## src/rtl/uv_rst_seq.sv

```systemverilog
// uv_rst_seq: reset sequencer. Synchronizes POR / external / watchdog / software
// reset requests and releases the peripheral, system-bus and core domains in a
// fixed, counted order. Records the cause of the last reset.
// Optional build macro UV_RST_DEBOUNCE_EN: debounce the synchronized ext_rst_n
// over DEB_CYCLES consecutive cycles before the internal level follows it.
module uv_rst_seq #(
  parameter int unsigned SYNC_STAGES   = 2,
  parameter int unsigned STABLE_CYCLES = 64,
  parameter int unsigned STEP_CYCLES   = 16,
  parameter int unsigned CNT_W         = 8,
  parameter int unsigned DEB_CYCLES    = 32
) (
  input  logic       clk,
  input  logic       rst_n,
  input  logic       por_rst_n,
  input  logic       ext_rst_n,
  input  logic       wdt_rst_req,
  input  logic       sw_rst_req,
  output logic       periph_rst_n,
  output logic       sys_rst_n,
  output logic       core_rst_n,
  output logic       rst_done,
  output logic [3:0] rst_cause
);

  typedef enum logic [2:0] {
    HOLD,
    STABLE,
    REL_PERIPH,
    REL_SYS,
    REL_CORE,
    RUN
  } state_e;

  localparam int unsigned MAX_SS  = (STABLE_CYCLES > STEP_CYCLES) ? STABLE_CYCLES : STEP_CYCLES;
  localparam int unsigned CNT_MAX = (MAX_SS > DEB_CYCLES) ? MAX_SS : DEB_CYCLES;

  localparam logic [CNT_W-1:0] CNT_SAT     = CNT_W'(CNT_MAX);
  localparam logic [CNT_W-1:0] STABLE_LAST = CNT_W'(STABLE_CYCLES - 1);
  localparam logic [CNT_W-1:0] STEP_LAST   = CNT_W'(STEP_CYCLES - 1);

  logic [SYNC_STAGES-1:0] por_sync_q, por_sync_d;
  logic [SYNC_STAGES-1:0] ext_sync_q, ext_sync_d;
  logic                   por_s;
  logic                   ext_s;
  logic                   ext_i;
  logic                   sw_q, sw_d;
  logic                   req;

  state_e                 state_q, state_d;
  logic [CNT_W-1:0]       cnt_q, cnt_d;
  logic [3:0]             cause_q, cause_d;
  logic                   periph_q, periph_d;
  logic                   sys_q, sys_d;
  logic                   core_q, core_d;
  logic                   done_q, done_d;

  // Synchronizer shift and software-pulse capture
  always_comb begin
    por_sync_d = {por_sync_q[SYNC_STAGES-2:0], por_rst_n};
    ext_sync_d = {ext_sync_q[SYNC_STAGES-2:0], ext_rst_n};
    sw_d       = sw_rst_req;
  end

  // Synchronizer chains clear to 0 so every domain starts in reset
  always_ff @(posedge clk or negedge rst_n) begin
    if (!rst_n) begin
      por_sync_q <= '0;
      ext_sync_q <= '0;
      sw_q       <= 1'b0;
    end else begin
      por_sync_q <= por_sync_d;
      ext_sync_q <= ext_sync_d;
      sw_q       <= sw_d;
    end
  end

  assign por_s = por_sync_q[SYNC_STAGES-1];
  assign ext_s = ext_sync_q[SYNC_STAGES-1];

`ifdef UV_RST_DEBOUNCE_EN
  logic [CNT_W-1:0] deb_cnt_q, deb_cnt_d;
  logic             ext_lvl_q, ext_lvl_d;
  localparam logic [CNT_W-1:0] DEB_LAST = CNT_W'(DEB_CYCLES - 1);

  // Internal ext level flips only after DEB_CYCLES consecutive differing samples
  always_comb begin
    deb_cnt_d = deb_cnt_q;
    ext_lvl_d = ext_lvl_q;
    if (ext_s == ext_lvl_q) begin
      deb_cnt_d = '0;
    end else if (deb_cnt_q == DEB_LAST) begin
      ext_lvl_d = ext_s;
      deb_cnt_d = '0;
    end else begin
      deb_cnt_d = deb_cnt_q + 1'b1;
    end
  end

  // Debounce state register; level starts asserted
  always_ff @(posedge clk or negedge rst_n) begin
    if (!rst_n) begin
      deb_cnt_q <= '0;
      ext_lvl_q <= 1'b0;
    end else begin
      deb_cnt_q <= deb_cnt_d;
      ext_lvl_q <= ext_lvl_d;
    end
  end

  assign ext_i = ext_lvl_q;
`else
  assign ext_i = ext_s;
`endif

  assign req = ~por_s | ~ext_i | wdt_rst_req | sw_q;

  // Next state, counter, cause capture and registered output values
  always_comb begin
    state_d = state_q;
    cnt_d   = cnt_q;
    cause_d = cause_q;

    unique case (state_q)
      HOLD:       state_d = STABLE;
      STABLE:     if (cnt_q == STABLE_LAST) state_d = REL_PERIPH;
      REL_PERIPH: if (cnt_q == STEP_LAST) state_d = REL_SYS;
      REL_SYS:    if (cnt_q == STEP_LAST) state_d = REL_CORE;
      REL_CORE:   state_d = RUN;
      RUN:        state_d = RUN;
      default:    state_d = HOLD;
    endcase

    // Any request wins over sequencing; the cause is captured only on entry
    if (req) begin
      state_d = HOLD;
      if (state_q != HOLD) begin
        if (!por_s)           cause_d = 4'b0001;
        else if (!ext_i)      cause_d = 4'b0010;
        else if (wdt_rst_req) cause_d = 4'b0100;
        else                  cause_d = 4'b1000;
      end
    end

    if (state_d != state_q || state_q == HOLD) begin
      cnt_d = '0;
    end else if (cnt_q != CNT_SAT) begin
      cnt_d = cnt_q + 1'b1;
    end

    periph_d = state_d inside {REL_PERIPH, REL_SYS, REL_CORE, RUN};
    sys_d    = state_d inside {REL_SYS, REL_CORE, RUN};
    core_d   = state_d inside {REL_CORE, RUN};
    done_d   = (state_d == RUN);
  end

  // Sequencer state and output registers
  always_ff @(posedge clk or negedge rst_n) begin
    if (!rst_n) begin
      state_q  <= HOLD;
      cnt_q    <= '0;
      cause_q  <= 4'b0001;
      periph_q <= 1'b0;
      sys_q    <= 1'b0;
      core_q   <= 1'b0;
      done_q   <= 1'b0;
    end else begin
      state_q  <= state_d;
      cnt_q    <= cnt_d;
      cause_q  <= cause_d;
      periph_q <= periph_d;
      sys_q    <= sys_d;
      core_q   <= core_d;
      done_q   <= done_d;
    end
  end

  assign periph_rst_n = periph_q;
  assign sys_rst_n    = sys_q;
  assign core_rst_n   = core_q;
  assign rst_done     = done_q;
  assign rst_cause    = cause_q;

endmodule

```

## config.mk

```make
export PLATFORM = sky130hd
export DESIGN_NAME = uv_rst_seq
export DESIGN_NICKNAME = d
export VERILOG_FILES = /design/src/rtl/uv_rst_seq.sv
export SDC_FILE = /design/constraint.sdc
export NUM_CORES = 1
export LEC_CHECK = 0
export ABC_AREA = 1
export CAP_MARGIN = 20
export CORE_MARGIN = 10
export CORE_UTILIZATION = 54
export CTS_CLUSTER_DIAMETER = 40
export DETAILED_ROUTE_END_ITERATION = 8
export DONT_BUFFER_PORTS = 1
export PLACE_DENSITY_LB_ADDON = 0.1
export SLEW_MARGIN = 25
export SYNTH_ARGS = -nofsm -noshare
export SYNTH_HDL_FRONTEND = slang
export SYNTH_SLANG_ARGS = --single-unit
```

## constraint.sdc

```tcl
create_clock -name clk -period 1.5 [get_ports clk]
set_clock_uncertainty 0.2 [all_clocks]
set_input_delay 0.225 -clock clk [delete_from_list [all_inputs] [get_ports clk]]
set_output_delay 0.225 -clock clk [all_outputs]
set_load 0.01 [all_outputs]
```

Fig. 1: run 1, pin map
Bar = 20 um. Pins as bars across the die edge, other pins in gray.
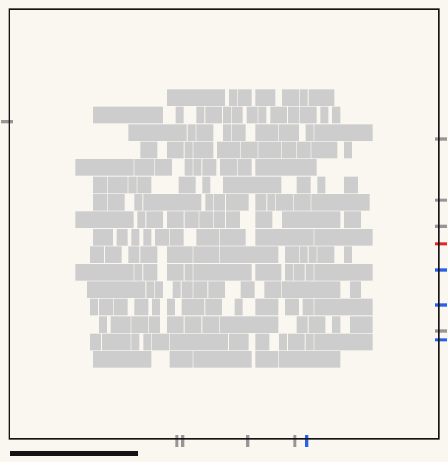
red -> `sys_rst_n`  # pins 1, direction output, edge east
blue -> `rst_cause`  # pins 4, direction output, edge 3 east, 1 south

Fig. 2: run 1, metal layers overlaid
Bar = 20 um.
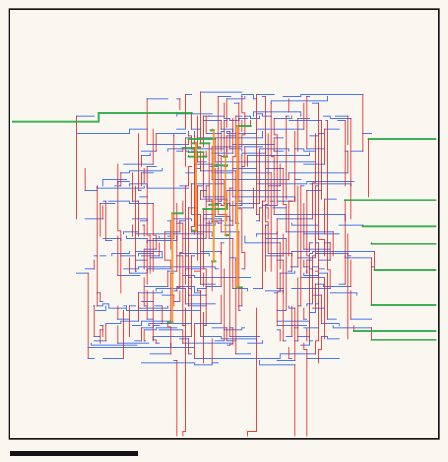
green -> metal 3  # wire length 145 um
orange -> metal 4  # wire length 88.4 um
blue -> metal 1  # wire length 1040 um
red -> metal 2  # wire length 1500 um

==> results.json, run 1 <==
{
  "status": "complete, but fails checks",
  "violations": "setup timing",
  "fin_ws_ps": -360.7,
  "floorplan.core_util_pct": 58.23,
  "period_needed_ps": 1861,
  "antenna_found_initial": 0,
  "crit_end": "cnt_q[3]",
  "ys_seq_elements": 24,
  "drt_pass1_iterations": 4,
  "synthFlopType": "dfrtp_1",
  "hold_depth": 0,
  "syn_area_mm2": 0.001177,
  "stdcell_area_mm2": 0.001585,
  "rsz0062_at_grt": "true",
  "avgSynthCellArea_um2": 8.920,
  "top_cells_by_count": "25 x nand2_1, 23 x dfrtp_1, 16 x inv_1, 12 x nor2_2, 11 x nand3_1",
  "globalRouteOverflowTotal": 0,
  "fmaxAchievable_ghz": 0.5374,
  "syn_inst": 132,
  "setup_viol": 14,
  "p_sw_uw": 272.2,
  "yosys_warnings": 0,
  "switching_share_pct": 21.76,
  "top_area_share_pct": 48.88,
  "clockBufferDepth": 2,
  "largest_area_cell": "dfrtp_1",
  "synth_cell_type_count": 26,
  "drc": 0,
  "rrSetupSlack_ps": -360,
  "worst_slew_pin_slew_ps": 538.2,
  "finalCritPeriodShare_pct": 124.0,
  "post_cts_buffers": 3,
  "cts_root_buf": "clkbuf_4",
  "hold_end": "por_sync_q[1]",
  "pg_clk_uw": 476,
  "grt_first_pass_wirelength_um": 4450,
  "top_cells_by_area": "dfrtp_1 49%, nand2_1 8.0%, nor2_2 6.4%, inv_1 5.1%, nand3_1 4.7%",
  "synth_chip_area_mm2": 0.001177
}
Fig. 3: run 1, met3 routing
Bar = 20 um.
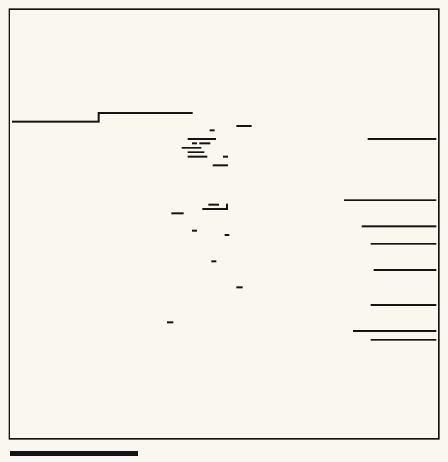
nets with wire on the layer = 21
share of all routed wire = 5.2%

Fig. 4: run 1, sizing map
Bar = 20 um.
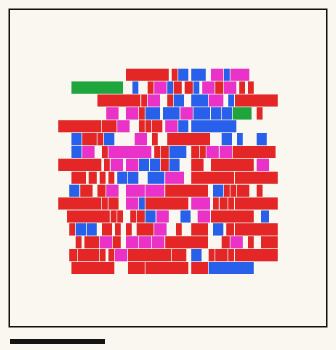
red -> _0 and _1 cells  # cells 91
green -> _6 and larger  # cells 2
magenta -> _3 and _4 cells  # cells 35
blue -> _2 cells  # cells 40

[run 1: per-layer routing]
metal / vias to the layer above / share of wire, % / GRT usage [%]
li1: 488 / - / -
met1: 481 / 37 / 13.92
met2: 34 / 54 / 22.16
met3: 11 / 5.2 / 2.676
met4: 0 / 3.2 / 6.283
met5: - / 0 / 0
[run 1: flip-flops by register name (all words and copies together), names as in the netlist]
signal	flops
state_q	3
periph_rst_n	1
rst_cause	4
sw_q	1
ext_sync_q	2
sys_rst_n	1
rst_done	1
por_sync_q	2
core_rst_n	1
cnt_q	8
[run 1: worst max-delay path: stages, from the launching register on]
cell and delay, ps:
dfrtp_1 440, ha_4 180, nand2_4 50, nor2_4 110, nand3_2 100, nand2_2 110
nand2_2 60, o21ai_2 120, nand2_1 80, nand2_2 100, nand2_4 110, nor2_2 140
[run 1: area by class of cell]
class / count / area, um^2
Fill cell: 128 / 436.7
Multi-Input combinational cell: 87 / 558.0
Clock inverter: 1 / 30.03
Inverter: 21 / 83.83
Timing Repair Buffer: 32 / 254.0
Clock buffer: 3 / 22.52
Tap cell: 27 / 33.78
Sequential cell: 24 / 603.1
[run 1: layout by cell type, fill, tap and decap left out, types with 2 or more instances in the layout]
cell,instances
buf_4,25
dfrtp_1,22
nand2_1,20
nor2_2,14
inv_1,13
nand2_2,9
nand3_1,8
inv_2,7
xor2_1,5
dlygate4sd3_1,5
nor2_1,4
nand3_2,4
nand2_4,3
o21ai_0,3
clkbuf_4,3
nor2_4,2
o21ai_2,2
nand4_1,2
o21a_1,2
[run 1: cell families after synthesis]
family	Yosys count	share of synthesized area, %
AND/OR/NAND/NOR	69	30.07
adder cells (fa/ha/maj)	2	2.125
AND-OR/OR-AND	11	5.844
XOR/XNOR	5	3.719
flip-flops	24	51.12
buffers and inverters	21	7.120
==> run 1 -> run 2 <==
--- a/config.mk
+++ b/config.mk
@@ -5,7 +5,6 @@
 export SDC_FILE = /design/constraint.sdc
 export NUM_CORES = 1
 export LEC_CHECK = 0
-export ABC_AREA = 1
 export CAP_MARGIN = 20
 export CORE_MARGIN = 10
 export CORE_UTILIZATION = 54
Fig. 5: run 2, metal layers overlaid
Bar = 20 um.
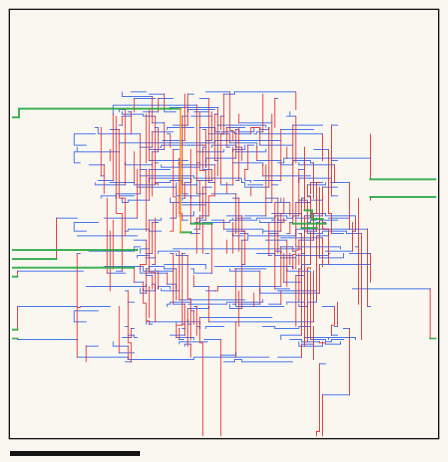
blue -> metal 1  # wire length 1150 um
red -> metal 2  # wire length 1210 um
green -> metal 3  # wire length 111 um
orange -> metal 4  # wire length 19.0 um

==> results.json, run 2 <==
{
  "post_cts_buffers": 1,
  "syn_area_mm2": 0.001134,
  "avgSynthCellArea_um2": 10.40,
  "fmaxAchievable_ghz": 0.6078,
  "ys_seq_elements": 24,
  "violations": "setup timing",
  "stdcell_area_mm2": 0.001514,
  "synthFlopType": "dfrtp_1",
  "syn_inst": 109,
  "status": "complete, but fails checks",
  "top_cells_by_area": "dfrtp_1 51%, nor2_1 5.6%, a21oi_1 4.0%, xor2_1 3.9%, nand2_1 3.0%",
  "fillCellCount": 123,
  "fin_util_pct": 76.39,
  "cts_root_buf": "clkbuf_4",
  "clockBufferDepth": 2,
  "setup_viol": 13,
  "largest_register": "cnt_q",
  "yosys_warnings": 0,
  "power.share.combinational_pct": 7.3,
  "lay_top_count": "dfrtp_1",
  "top_cells_by_count": "23 x dfrtp_1, 17 x nor2_1, 9 x a21oi_1, 9 x nand2_1, 6 x nand3_1",
  "synth_chip_area_mm2": 0.001134,
  "globalRouteOverflowTotal": 0,
  "drt_pass1_iterations": 4,
  "fin_ws_ps": -145.4,
  "largest_area_cell": "dfrtp_1",
  "antenna_found_initial": 0,
  "grt_first_pass_wirelength_um": 4084,
  "mostFrequentLayoutCells": "23 x dfrtp_1, 22 x buf_4, 16 x nor2_1",
  "pg_clk_uw": 331,
  "worst_slew_pin_slew_ps": 525.5,
  "p_sw_uw": 270.1,
  "synth_cell_type_count": 33,
  "rsz0062_at_grt": "true",
  "period_needed_ps": 1645
}
==> run 2: netlist changes by cell type after synthesis, moves of 3 or more <==
cell      delta
inv_1       -12
nor2_2      -11
inv_2        -4
nand2b_1     +3
nor2_1      +10
nand2_1     -16
nand2_2      -6
a21oi_1      +8
nand3_1      -5
==> run 2: logic make-up after synthesis <==
family,after synthesis,share of synthesized area (%)
AND/OR/NAND/NOR,48,23.07
flip-flops,24,53.09
AND-OR/OR-AND,19,11.92
XOR/XNOR,7,5.408
buffers and inverters,7,2.538
multiplexers,2,1.766
adder cells (fa/ha/maj),2,2.207
==> run 2: per-layer routing <==
layer	wire length [um]	global-route usage [%]
met3	110	2.881
met2	1212	18.12
met5	0	0
met1	1152	15.74
met4	19	4.813
==> run 2: path summary, 6_finish.rpt <==
check,startpoint,end,slack (ps),cells after the start
max in group asynchronous,rst_n,rst_cause[0],520,2
hold / removal,ext_sync_q[0],ext_sync_q[1],160,0
setup reg to reg,cnt_q[1],cnt_q[2],-150,6
hold reg to reg,ext_sync_q[0],ext_sync_q[1],160,0
min in group asynchronous,rst_n,periph_rst_n,210,2
setup / recovery,cnt_q[1],cnt_q[2],-150,6
==> run 2: worst max-delay path, stage by stage, from the launching register on <==
cell and delay (ps):
dfrtp_1 420, ha_2 200, and4bb_4 280, a21oi_2 50
o31ai_4 180, buf_6 160, nor2_1 50
==> run 2: layout make-up <==
type | count | area (um^2) | area share (%)
Multi-Input combinational cell | 78 | 573.1 | 37.85
Timing Repair Buffer | 31 | 254.0 | 16.78
Clock buffer | 4 | 36.28 | 2.397
Sequential cell | 24 | 601.8 | 39.75
Tap cell | 27 | 33.78 | 2.231
Inverter | 4 | 15.01 | 0.9917
